==> src/rtl/regfile_pkg.sv <==
// Shared constants, address-width helper and default-sized port array types
// for the multiport register file.
package regfile_pkg;

    localparam int unsigned DEF_WIDTH = 32;
    localparam int unsigned DEF_DEPTH = 32;

    function automatic int unsigned addr_bits(input int unsigned depth);
        return (depth > 1) ? $clog2(depth) : 1;
    endfunction

    localparam int unsigned DEF_AW = addr_bits(DEF_DEPTH);

    typedef logic [DEF_WIDTH-1:0] word_t;
    typedef logic [DEF_AW-1:0]    addr_t;
    typedef word_t [1:0]          word2_t;
    typedef addr_t [1:0]          addr2_t;

endpackage

==> src/rtl/rf_scoreboard.sv <==
// Per-register pending bits: set by issue, cleared by committed writes,
// with set taking priority when both hit the same register on one edge.
module rf_scoreboard
    import regfile_pkg::*;
#(
    parameter int unsigned DEPTH    = DEF_DEPTH,
    parameter int unsigned NWR      = 1,
    parameter bit          ZERO_REG = 1'b1,
    localparam int unsigned AW      = addr_bits(DEPTH)
) (
    input  logic                   clk,
    input  logic                   rst,
    input  logic                   set,
    input  logic [AW-1:0]          set_addr,
    input  logic [NWR-1:0]         clr,
    input  logic [NWR-1:0][AW-1:0] clr_addr,
    output logic [DEPTH-1:0]       busy
);

    logic [DEPTH-1:0] set_vec;
    logic [DEPTH-1:0] clr_vec;

    always_comb begin
        set_vec = '0;
        clr_vec = '0;
        set_vec[set_addr] = set && !(ZERO_REG && set_addr == '0);
        for (int unsigned i = 0; i < NWR; i++) begin
            if (clr[i]) clr_vec[clr_addr[i]] = 1'b1;
        end
    end

    always_ff @(posedge clk or posedge rst) begin
        if (rst) busy <= '0;
        else     busy <= (busy & ~clr_vec) | set_vec;
    end

endmodule

==> src/rtl/multiport_regfile.sv <==
// Flop-based register file with NRD combinational read ports, up to two
// write ports, optional write-to-read bypass, hard-zero r0 and a scoreboard.
module multiport_regfile
    import regfile_pkg::*;
#(
    parameter int unsigned WIDTH    = DEF_WIDTH,
    parameter int unsigned DEPTH    = DEF_DEPTH,
    parameter int unsigned NRD      = 2,
    parameter int unsigned NWR      = 1,
    parameter bit          ZERO_REG = 1'b1,
    parameter bit          BYPASS   = 1'b1,
    localparam int unsigned AW      = addr_bits(DEPTH)
) (
    input  logic                      clk,
    input  logic                      rst,
    input  logic [NWR-1:0]            we,
    input  logic [NWR-1:0][AW-1:0]    waddr,
    input  logic [NWR-1:0][WIDTH-1:0] wdata,
    input  logic [NRD-1:0][AW-1:0]    raddr,
    output logic [NRD-1:0][WIDTH-1:0] rdata,
    input  logic                      sb_set,
    input  logic [AW-1:0]             sb_addr,
    output logic [NRD-1:0]            rbusy,
    output logic [15:0]               wr_count
);

    logic [WIDTH-1:0] regs [DEPTH];
    logic [NWR-1:0]   wr_ok;
    logic [DEPTH-1:0] busy;
    logic [16:0]      inc;
    logic [16:0]      cnt_sum;

    // A write is live only out of reset and, with a hard-zero r0, not to r0.
    always_comb begin
        wr_ok = '0;
        for (int unsigned i = 0; i < NWR; i++) begin
            wr_ok[i] = we[i] && !rst && !(ZERO_REG && waddr[i] == '0);
        end
    end

    // Later write port wins through non-blocking ordering.
    always_ff @(posedge clk or posedge rst) begin
        if (rst) begin
            for (int unsigned r = 0; r < DEPTH; r++) regs[r] <= '0;
        end else begin
            for (int unsigned i = 0; i < NWR; i++) begin
                if (wr_ok[i]) regs[waddr[i]] <= wdata[i];
            end
        end
    end

    always_comb begin
        rdata = '0;
        rbusy = '0;
        for (int unsigned j = 0; j < NRD; j++) begin
            rdata[j] = regs[raddr[j]];
            rbusy[j] = busy[raddr[j]];
            if (BYPASS) begin
                for (int unsigned i = 0; i < NWR; i++) begin
                    if (wr_ok[i] && waddr[i] == raddr[j]) begin
                        rdata[j] = wdata[i];
                        rbusy[j] = 1'b0;
                    end
                end
            end
            if (rst || (ZERO_REG && raddr[j] == '0)) begin
                rdata[j] = '0;
                rbusy[j] = 1'b0;
            end
        end
    end

    // Count distinct registers: a port shadowed by a later same-address port is skipped.
    always_comb begin
        inc = '0;
        for (int unsigned i = 0; i < NWR; i++) begin
            logic shadowed;
            shadowed = 1'b0;
            for (int unsigned k = i + 1; k < NWR; k++) begin
                if (wr_ok[k] && waddr[k] == waddr[i]) shadowed = 1'b1;
            end
            if (wr_ok[i] && !shadowed) inc = inc + 17'd1;
        end
        cnt_sum = {1'b0, wr_count} + inc;
    end

    always_ff @(posedge clk or posedge rst) begin
        if (rst)             wr_count <= '0;
        else if (cnt_sum[16]) wr_count <= 16'hFFFF;
        else                 wr_count <= cnt_sum[15:0];
    end

    rf_scoreboard #(
        .DEPTH    (DEPTH),
        .NWR      (NWR),
        .ZERO_REG (ZERO_REG)
    ) u_scoreboard (
        .clk      (clk),
        .rst      (rst),
        .set      (sb_set),
        .set_addr (sb_addr),
        .clr      (wr_ok),
        .clr_addr (waddr),
        .busy     (busy)
    );

endmodule
==> config.mk <==
export PLATFORM = sky130hd
export DESIGN_NAME = multiport_regfile
export DESIGN_NICKNAME = d
export VERILOG_FILES = /design/src/rtl/regfile_pkg.sv /design/src/rtl/rf_scoreboard.sv /design/src/rtl/multiport_regfile.sv
export SDC_FILE = /design/constraint.sdc
export NUM_CORES = 2
export LEC_CHECK = 0
export CAP_MARGIN = 20
export CORE_ASPECT_RATIO = 2
export CORE_MARGIN = 3
export CORE_UTILIZATION = 30
export CTS_CLUSTER_DIAMETER = 150
export DETAILED_ROUTE_END_ITERATION = 10
export PLACE_DENSITY = 0.41
export SLEW_MARGIN = 20
export SYNTH_ARGS = -nofsm -noshare
export SYNTH_HDL_FRONTEND = slang
export SYNTH_HIERARCHICAL = 1
export SYNTH_SLANG_ARGS = --single-unit
==> constraint.sdc <==
create_clock -name clk -period 98.2 [get_ports clk]
set_input_delay 19.64 -clock clk [delete_from_list [all_inputs] [get_ports clk]]
set_output_delay 19.64 -clock clk [all_outputs]
set_load 0.005 [all_outputs]
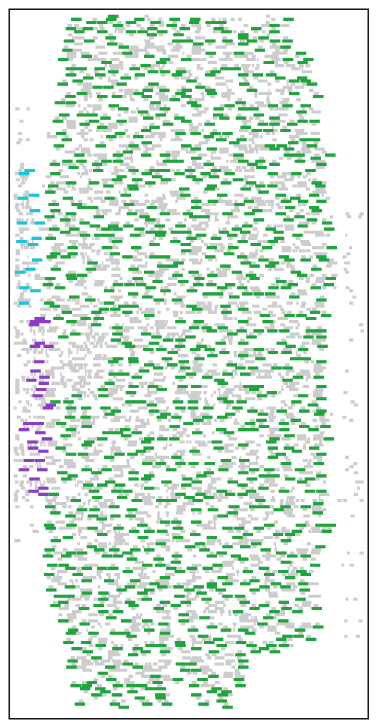
Fig. 1. Where the registers sit.
Other cells in gray.
Purple shows `u_scoreboard/busy`, flops 32, where left middle. Green shows `regs`, flops 1,024, where all over the die. Cyan shows `wr_count`, flops 16.

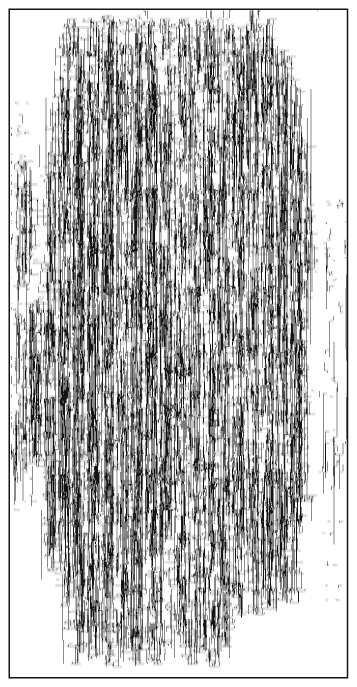
Fig. 2. Metal 2.
Cells faint in the background.
The layer holds 53% of the routed length. The longest straight run is 193 um. The layer carries 120 mm of wire.
Routed WL: 225 mm
via count: 36,300
met2 Resource Use GR: 41.7%

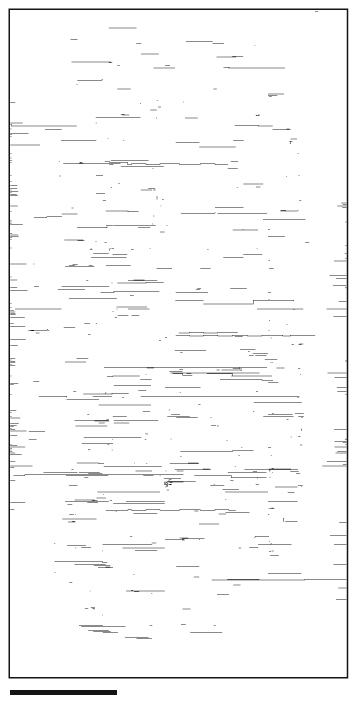
Fig. 3. Met3 routing.
Scale bar: 100 um.
304 nets have wire on it. The wires run mostly horizontal. The layer carries 6,910 um of wire.
met3 Track Usage GR: 2.27%

-- sequential cells by signal (all words and copies together) (netlist names) --
register and flops:
regs 1024, u_scoreboard/busy 32, wr_count 16
-- cells in the final DEF (no fill, tap or decap), types with 27 or more instances in the layout --
cell,n
nor2_1,66
mux4_2,514
buf_4,127
a22o_1,35
nor2b_1,27
o22ai_1,142
clkdlybuf4s50_1,123
clkbuf_16,112
clkbuf_8,30
mux2_2,1064
nor3_1,30
nand2_1,40
a32o_1,27
mux2i_1,38
o21ai_1,59
dfrtp_1,1072
-- area by class of cell --
cell class,count,area [um^2]
fillers,18400,125000
multi-input cells,2325,28800
flip-flops and latches,1072,26800
clock buffers,168,3310
well taps,2508,3140
repair buffers,269,2500
clock inverters,30,354
inverters,6,30.0
diodes,2,5.00
-- logic make-up after synthesis --
family	share of synthesized area, %
AOI/OAI and AO/OA	4.55
xor gates and xnor gates	0.290
adders and majority gates	0.0436
buffers and inverters	3.61
DFF	46.8
muxes	42.2
and+or+nand+nor	2.53
-- per-stage QoR --
| stage | total power [W] | hold WS, ns | setup slack, ns | area, um^2 | utilization [%] |
|---|---|---|---|---|---|
| floorplan | 0.000695 | 0.439 | 33.64 | 57400 | - |
| global placement | 0.000765 | 0.377 | 53.90 | 61100 | 32.2 |
| detailed placement | 0.000769 | 0.384 | 53.93 | 61300 | 32.3 |
| CTS | 0.00122 | 0.398 | 53.90 | 64900 | 34.2 |
| global route | 0.00125 | 0.408 | 53.60 | 64900 | 34.2 |
| finish | 0.00120 | 0.393 | 54.05 | 65000 | 34.2 |
-- critical path, stage by stage --
cell	delay [ns]
buf_8	0.53
buf_4	0.63
buf_4	0.80
buf_4	0.78
mux4_2	0.36
o22ai_1	0.10
nor4_1	0.66
buf_4	0.22
a22o_1	0.18
clkdlybuf4s50_1	0.52
-- worst paths after layout --
| kind | start | end | slack (ns) | cells after the start |
|---|---|---|---|---|
| setup reg to reg | wr_count[0] | wr_count[13] | 96.17 | 4 |
| min in group asynchronous | rst | u_scoreboard/busy[3] | 19.49 | 2 |
| hold / removal | regs[1010] | regs[1010] | 0.39 | 0 |
| setup / recovery | raddr[0] | rdata[4] | 54.05 | 10 |
| hold reg to reg | regs[1010] | regs[1010] | 0.39 | 0 |
| max in group asynchronous | rst | regs[205] | 75.63 | 5 |
-- power by group --
part	leakage, nW	internal, W	switching [W]
Combinational	12.0	0.000120	0.0000920
Sequential	14.2	0.000501	0.0000460
Clock	1.82	0.000250	0.000192
Total	28.0	0.000870	0.000330
-- metal layers --
metal / global-route usage [%] / vias up / part of all wire (%)
li1: - / 14800 / -
met1: 28.5 / 20400 / 41
met2: 41.7 / 820 / 53
met3: 2.27 / 268 / 3.1
met4: 6.02 / 2 / 2.8
met5: 0 / - / 0.0049
==> results.cfg <==
; flow metrics
[synthesis]
yosys-top-cells-area = dfrtp_1, mux2_2, mux4_2
synth.distinct_cells = 55
yosys_area_um2 = 57400
synth_top_cell_by_count = dfrtp_1
top_area_cell = dfrtp_1
netlist.area_leader.share_pct = 46.8
yosysSeqAreaShare_pct = 46.8
ys.flops = 1072
synth_area_um2 = 57400
flop_cell = dfrtp_1
ys_cells = 3832
syn_inst = 3832
syn_nets = 3890
async_flop_share_pct = 100
yosys_warnings = 6
synthTopCellsByCount = dfrtp_1, mux2_2, mux4_2
syn_avg_cell_area_um2 = 15.0
synth-edff-count = 0

[clock_tree]
clk_latency_ns = 0.73
cts_htree_levels = 3
clk_pin_slew_ns = 0.06
clkSinkCount = 1072
cts_setup_buffers = 0
clockRootBuffer = clkbuf_16
ctsHoldBuffers = 0
cts_buffers = 109
cts_resized = 0
cts_tree = yes
clock_path_buffers = 3

[placement]
port_buffers = 137
finalWeightedCongestion = 0.740
hpwl_mm = 132
dp.cells = 6179

[routing]
viasPerCell = 5.68
first_iter_violations = 2369
detail_route.wl_per_cell_um = 35.2
drc_errors = 0
dr.pass1.iters = 5
drtAntennaViolNets = 0

[run_status]
status = finished, final reports clean

[floorplanning]
core-area_um2 = 190000
pin_count = 138
dieArea_um2 = 197000
die_w_um = 315
die_h_um = 624
rows = 226
fp_util_pct = 30.2

[power_and_ir_drop]
leakagePower_nw = 28.0
power_density_nw_per_um2 = 18.5
peakVddDrop_mv = 0.0153

[timing]
skew_ns = 0.0121
final-setup-viol-count = 0
finalCriticalPeriod_ns = 44.15
final-max-slew-violation-count = 0
setup-tns-final_ns = 0
max_slew_margin_pct = 22.9
worstMarginPinSlew_ns = 1.16
hold_viol_final = 0
finalCritPeriodShare_pct = 45.0
fmax_mhz = 22.7
rsz0062_at_grt = no

[grt]
grt_max_degree = 90
grt_pass1_wl_mm = 318
grt_pass1_vias = 39300
antenna_found_initial = 6
grt_overflow_total = 0
grt_util_all_layers_pct = 22.8

[critical_path]
critical_path_class = input port to output port
end_kind = output port
crit_arrival_ns = 24.51
crit_required_ns = 78.56
critPathMaxFanout = 56
cp-start-kind = input port

[cells_and_area]
fin_cells = 6380
finish.net_count = 3841
drive_above_1_share_pct = 50.5
areaGrowthSynthToFinish_pct = 13.2

[hold_path]
min_path_type = register to register

[flow_run]
cap_violations = 0
warnings = 28
No activity file was given, so power comes from the tool's default toggle rates.
